<file path="config.mk">
export PLATFORM = sky130hd
export DESIGN_NAME = kore_issue_ctrl
export DESIGN_NICKNAME = d
export VERILOG_FILES = /design/src/rtl/kore_pkg.sv /design/src/rtl/kore_dec_class.sv /design/src/rtl/kore_issue_ctrl.sv
export SDC_FILE = /design/constraint.sdc
export NUM_CORES = 1
export LEC_CHECK = 0
export ABC_AREA = 1
export CAP_MARGIN = 20
export CORE_AREA = 2 2 103 105
export DETAILED_ROUTE_END_ITERATION = 16
export DIE_AREA = 0 0 105 107
export GPL_TIMING_DRIVEN = 0
export PLACE_DENSITY_LB_ADDON = 0.2
export SLEW_MARGIN = 20
export SYNTH_ARGS = -nofsm -noshare
export SYNTH_HDL_FRONTEND = slang
export SYNTH_SLANG_ARGS = --single-unit
</file>
<file path="constraint.sdc">
create_clock -name clk -period 2.1 [get_ports clk]
set_input_delay 0.42 -clock clk [delete_from_list [all_inputs] [get_ports clk]]
set_output_delay 0.42 -clock clk [all_outputs]
set_load 0.01 [all_outputs]
</file>
<file path="src/rtl/kore_pkg.sv">
`default_nettype none
// ============================================================================
// Module      : kore_pkg
// Description : Shared definitions for the kore issue path. Holds the opcode
//               classes the sequencer understands, the functional-unit select
//               encodings and the issue-controller state encoding.
// Contents    : OP_* opcodes, FU_* unit selects, state_t
// Revision    : 1.0 - initial release
// ============================================================================
package kore_pkg;

  // Major opcodes (ir_code[6:0])
  localparam logic [6:0] OP_R      = 7'b0110011;
  localparam logic [6:0] OP_I      = 7'b0010011;
  localparam logic [6:0] OP_LOAD   = 7'b0000011;
  localparam logic [6:0] OP_STORE  = 7'b0100011;
  localparam logic [6:0] OP_BRANCH = 7'b1100011;
  localparam logic [6:0] OP_JAL    = 7'b1101111;
  localparam logic [6:0] OP_JALR   = 7'b1100111;

  // Functional-unit select
  localparam logic [1:0] FU_ALU  = 2'd0;
  localparam logic [1:0] FU_MEM  = 2'd1;
  localparam logic [1:0] FU_BR   = 2'd2;
  localparam logic [1:0] FU_NONE = 2'd3;

  typedef enum logic [2:0] {
    ST_IDLE   = 3'd0,
    ST_DECODE = 3'd1,
    ST_ISSUE  = 3'd2,
    ST_WAIT   = 3'd3,
    ST_RETIRE = 3'd4
  } state_t;

endpackage
`default_nettype wire

</file>
<file path="src/rtl/kore_dec_class.sv">
`default_nettype none
// ============================================================================
// Module      : kore_dec_class
// Description : Combinational opcode classifier. Maps an opcode/funct3 pair
//               to the functional unit that executes it, or flags it illegal.
// Ports       : i_opcode  [6:0] instruction opcode
//               i_funct3  [2:0] instruction funct3
//               o_fu_sel  [1:0] selected unit (FU_NONE when illegal)
//               o_illegal       opcode/funct3 combination not supported
// Revision    : 1.0 - initial release
// ============================================================================
module kore_dec_class
  import kore_pkg::*;
(
  input  logic [6:0] i_opcode,
  input  logic [2:0] i_funct3,
  output logic [1:0] o_fu_sel,
  output logic       o_illegal
);

  always_comb begin
    o_fu_sel  = FU_NONE;
    o_illegal = 1'b0;
    case (i_opcode)
      OP_R, OP_I:        o_fu_sel = FU_ALU;
      OP_LOAD, OP_STORE: o_fu_sel = FU_MEM;
      OP_BRANCH: begin
        // funct3 010/011 are unassigned branch encodings
        if ((i_funct3 == 3'b010) || (i_funct3 == 3'b011)) begin
          o_illegal = 1'b1;
        end else begin
          o_fu_sel = FU_BR;
        end
      end
      OP_JAL, OP_JALR:   o_fu_sel = FU_BR;
      default:           o_illegal = 1'b1;
    endcase
  end

endmodule
`default_nettype wire

</file>
<file path="src/rtl/kore_issue_ctrl.sv">
`default_nettype none
// ============================================================================
// Module      : kore_issue_ctrl
// Description : Single-issue sequencer. Accepts one instruction from the IR
//               stage, decodes its class, starts exactly one functional-unit
//               FSM, waits for end-of-operation (bounded by TIMEOUT) and
//               retires it, redirecting the PC for taken branches/jumps.
// Ports       : clk, rst_n (async, active-low)
//               i_ir_vld/o_ir_rdy, i_ir_code, i_pc_in  - IR handshake
//               o_fu_sel, o_fu_start                    - unit issue
//               o_opcode, o_funct3, o_pcdata_rs0/rs1/rd, o_pc_cur - fields
//               i_eop, i_br_taken, i_br_target          - unit completion
//               o_redir_vld, o_redir_pc                 - PC redirect
//               o_retire, o_ill_insn, o_timeout_err     - status pulses
//               o_opflag                                - busy flag
// Revision    : 1.0 - initial release
// ============================================================================
module kore_issue_ctrl
  import kore_pkg::*;
#(
  parameter int XLEN    = 32,
  parameter int TIMEOUT = 255
) (
  input  logic            clk,
  input  logic            rst_n,
  input  logic            i_ir_vld,
  output logic            o_ir_rdy,
  input  logic [XLEN-1:0] i_ir_code,
  input  logic [XLEN-1:0] i_pc_in,
  output logic [1:0]      o_fu_sel,
  output logic            o_fu_start,
  output logic [6:0]      o_opcode,
  output logic [2:0]      o_funct3,
  output logic [4:0]      o_pcdata_rs0,
  output logic [4:0]      o_pcdata_rs1,
  output logic [4:0]      o_pcdata_rd,
  output logic [XLEN-1:0] o_pc_cur,
  input  logic            i_eop,
  input  logic            i_br_taken,
  input  logic [XLEN-1:0] i_br_target,
  output logic            o_redir_vld,
  output logic [XLEN-1:0] o_redir_pc,
  output logic            o_retire,
  output logic            o_ill_insn,
  output logic            o_timeout_err,
  output logic            o_opflag
);

  localparam logic [7:0] c_TIMEOUT = 8'(TIMEOUT);

  state_t          r_state;
  logic [6:0]      r_opcode;
  logic [2:0]      r_funct3;
  logic [4:0]      r_rs0;
  logic [4:0]      r_rs1;
  logic [4:0]      r_rd;
  logic [XLEN-1:0] r_pc_cur;
  logic [1:0]      r_fu_sel;
  logic            r_fu_start;
  logic [7:0]      r_wait_cnt;
  logic            r_redir_vld;
  logic [XLEN-1:0] r_redir_pc;
  logic            r_retire;
  logic            r_ill_insn;
  logic            r_timeout_err;

  logic [1:0]      w_dec_sel;
  logic            w_dec_ill;
  // funct7 and upper immediate bits are consumed by the functional units,
  // not by the sequencer
  logic            w_unused_hi;

  assign w_unused_hi = ^i_ir_code[XLEN-1:25];

  kore_dec_class u_dec_class (
    .i_opcode  (r_opcode),
    .i_funct3  (r_funct3),
    .o_fu_sel  (w_dec_sel),
    .o_illegal (w_dec_ill)
  );

  always_ff @(posedge clk or negedge rst_n) begin
    if (!rst_n) begin
      r_state       <= ST_IDLE;
      r_opcode      <= '0;
      r_funct3      <= '0;
      r_rs0         <= '0;
      r_rs1         <= '0;
      r_rd          <= '0;
      r_pc_cur      <= '0;
      r_fu_sel      <= FU_NONE;
      r_fu_start    <= 1'b0;
      r_wait_cnt    <= '0;
      r_redir_vld   <= 1'b0;
      r_redir_pc    <= '0;
      r_retire      <= 1'b0;
      r_ill_insn    <= 1'b0;
      r_timeout_err <= 1'b0;
    end else begin
      // Every status output is a single-cycle pulse
      r_fu_start    <= 1'b0;
      r_redir_vld   <= 1'b0;
      r_retire      <= 1'b0;
      r_ill_insn    <= 1'b0;
      r_timeout_err <= 1'b0;

      case (r_state)
        ST_IDLE: begin
          if (i_ir_vld) begin
            r_opcode <= i_ir_code[6:0];
            r_rd     <= i_ir_code[11:7];
            r_funct3 <= i_ir_code[14:12];
            r_rs0    <= i_ir_code[19:15];
            r_rs1    <= i_ir_code[24:20];
            r_pc_cur <= i_pc_in;
            r_state  <= ST_DECODE;
          end
        end

        ST_DECODE: begin
          if (w_dec_ill) begin
            r_ill_insn <= 1'b1;
            r_fu_sel   <= FU_NONE;
            r_state    <= ST_IDLE;
          end else begin
            // Start pulse is registered here so it is visible during ISSUE
            r_fu_sel   <= w_dec_sel;
            r_fu_start <= 1'b1;
            r_state    <= ST_ISSUE;
          end
        end

        ST_ISSUE: begin
          r_wait_cnt <= '0;
          r_state    <= ST_WAIT;
        end

        ST_WAIT: begin
          // eop takes priority over a timeout expiring in the same cycle
          if (i_eop) begin
            r_retire <= 1'b1;
            if ((r_fu_sel == FU_BR) && i_br_taken) begin
              r_redir_vld <= 1'b1;
              r_redir_pc  <= i_br_target;
            end
            r_state <= ST_RETIRE;
          end else if (r_wait_cnt == c_TIMEOUT) begin
            r_timeout_err <= 1'b1;
            r_state       <= ST_IDLE;
          end else begin
            r_wait_cnt <= r_wait_cnt + 8'd1;
          end
        end

        ST_RETIRE: begin
          r_state <= ST_IDLE;
        end

        default: begin
          r_state <= ST_IDLE;
        end
      endcase
    end
  end

  assign o_ir_rdy      = (r_state == ST_IDLE);
  assign o_opflag      = (r_state != ST_IDLE);
  assign o_fu_sel      = r_fu_sel;
  assign o_fu_start    = r_fu_start;
  assign o_opcode      = r_opcode;
  assign o_funct3      = r_funct3;
  assign o_pcdata_rs0  = r_rs0;
  assign o_pcdata_rs1  = r_rs1;
  assign o_pcdata_rd   = r_rd;
  assign o_pc_cur      = r_pc_cur;
  assign o_redir_vld   = r_redir_vld;
  assign o_redir_pc    = r_redir_pc;
  assign o_retire      = r_retire;
  assign o_ill_insn    = r_ill_insn;
  assign o_timeout_err = r_timeout_err;

endmodule
`default_nettype wire

</file>
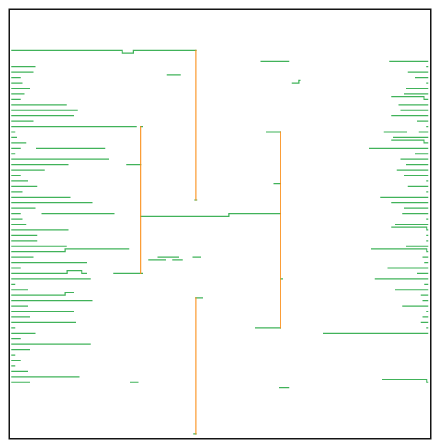
wires.png
Scale: 4 px per um. Two of the layers only.
orange -> metal 4  # wire length 157 um
green -> metal 3  # wire length 968 um

==> flow_summary.ini <==
; generated from flow reports
[run_status]
outcome = finished clean

[layout]
inverter_tally_of_the_final_layout_excluding_the_clock_network = 22
final_core_util_pct = 66.7
dominant_cells = sequential cells
layout_top_cell_excl_fill_tap = sky130_fd_sc_hd__nand2_1
layout_top_cells = sky130_fd_sc_hd__nand2_1 (234), sky130_fd_sc_hd__clkdlybuf4s50_1 (188), sky130_fd_sc_hd__dfrtp_1 (104)
seq_area_share_pct = 39.8
layout.clock.cell_area_share_pct = 2.40
multi_input_comb_area_sq_um = 1540

[critical_path]
worstSetupEndpointType = output pin
worstPathRequired_ns = 1.68
cp-endpoint = o_opflag
critical-path-max-stage-delay_ns = 0.57

[yosys]
synth_adder_area_share_pct = 0.281
avgSynthCellArea_sq_um = 8.78
yosys-mux-area-fraction_pct = 0
synth_dominant_cell_count = sky130_fd_sc_hd__nand2_1
flop_cell = sky130_fd_sc_hd__dfrtp_1
net_count_entering_floorplan = 610

[job]
max-cap-violations = 0
warnings = 33

[clock_network]
count_of_cells_resized_by_post_cts_repair = 5
worst_skew_pair.late_latency_ns = 0.36
cts_tree = yes

[final_timing]
rsz0062_at_grt = false
maxSlewHeadroom_pct = 64.7
setup_ws_ns = 0.129
fmax_mhz = 507

[power]
netSwitchingPower_uw = 2850
pwr-share-clk_pct = 13.8
combPwrFrac_pct = 45.4
internal_power_uw = 5080

[floorplanning]
core-area_sq_um = 10100

[global_routing]
grt_pass1_wl_um = 19300
grt_antenna_before_repair = 0

[detailed_routing]
vias_per_cell = 4.76
num_vias = 4054

[worst_hold_path]
min-delay-path-class = in2async

[placed_design]
place.port_buffers = 190
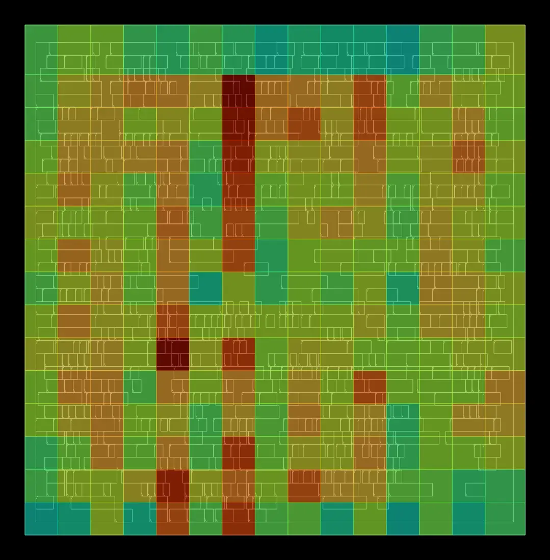
congestion.png
met3 global-route usage: 6.20%
met1 demand-to-capacity share in global routing: 26.1%
met2 GRT Util: 36.8%
total routing resource utilization after global routing: 21.4%

No activity file was given, so power comes from the tool's default toggle rates.
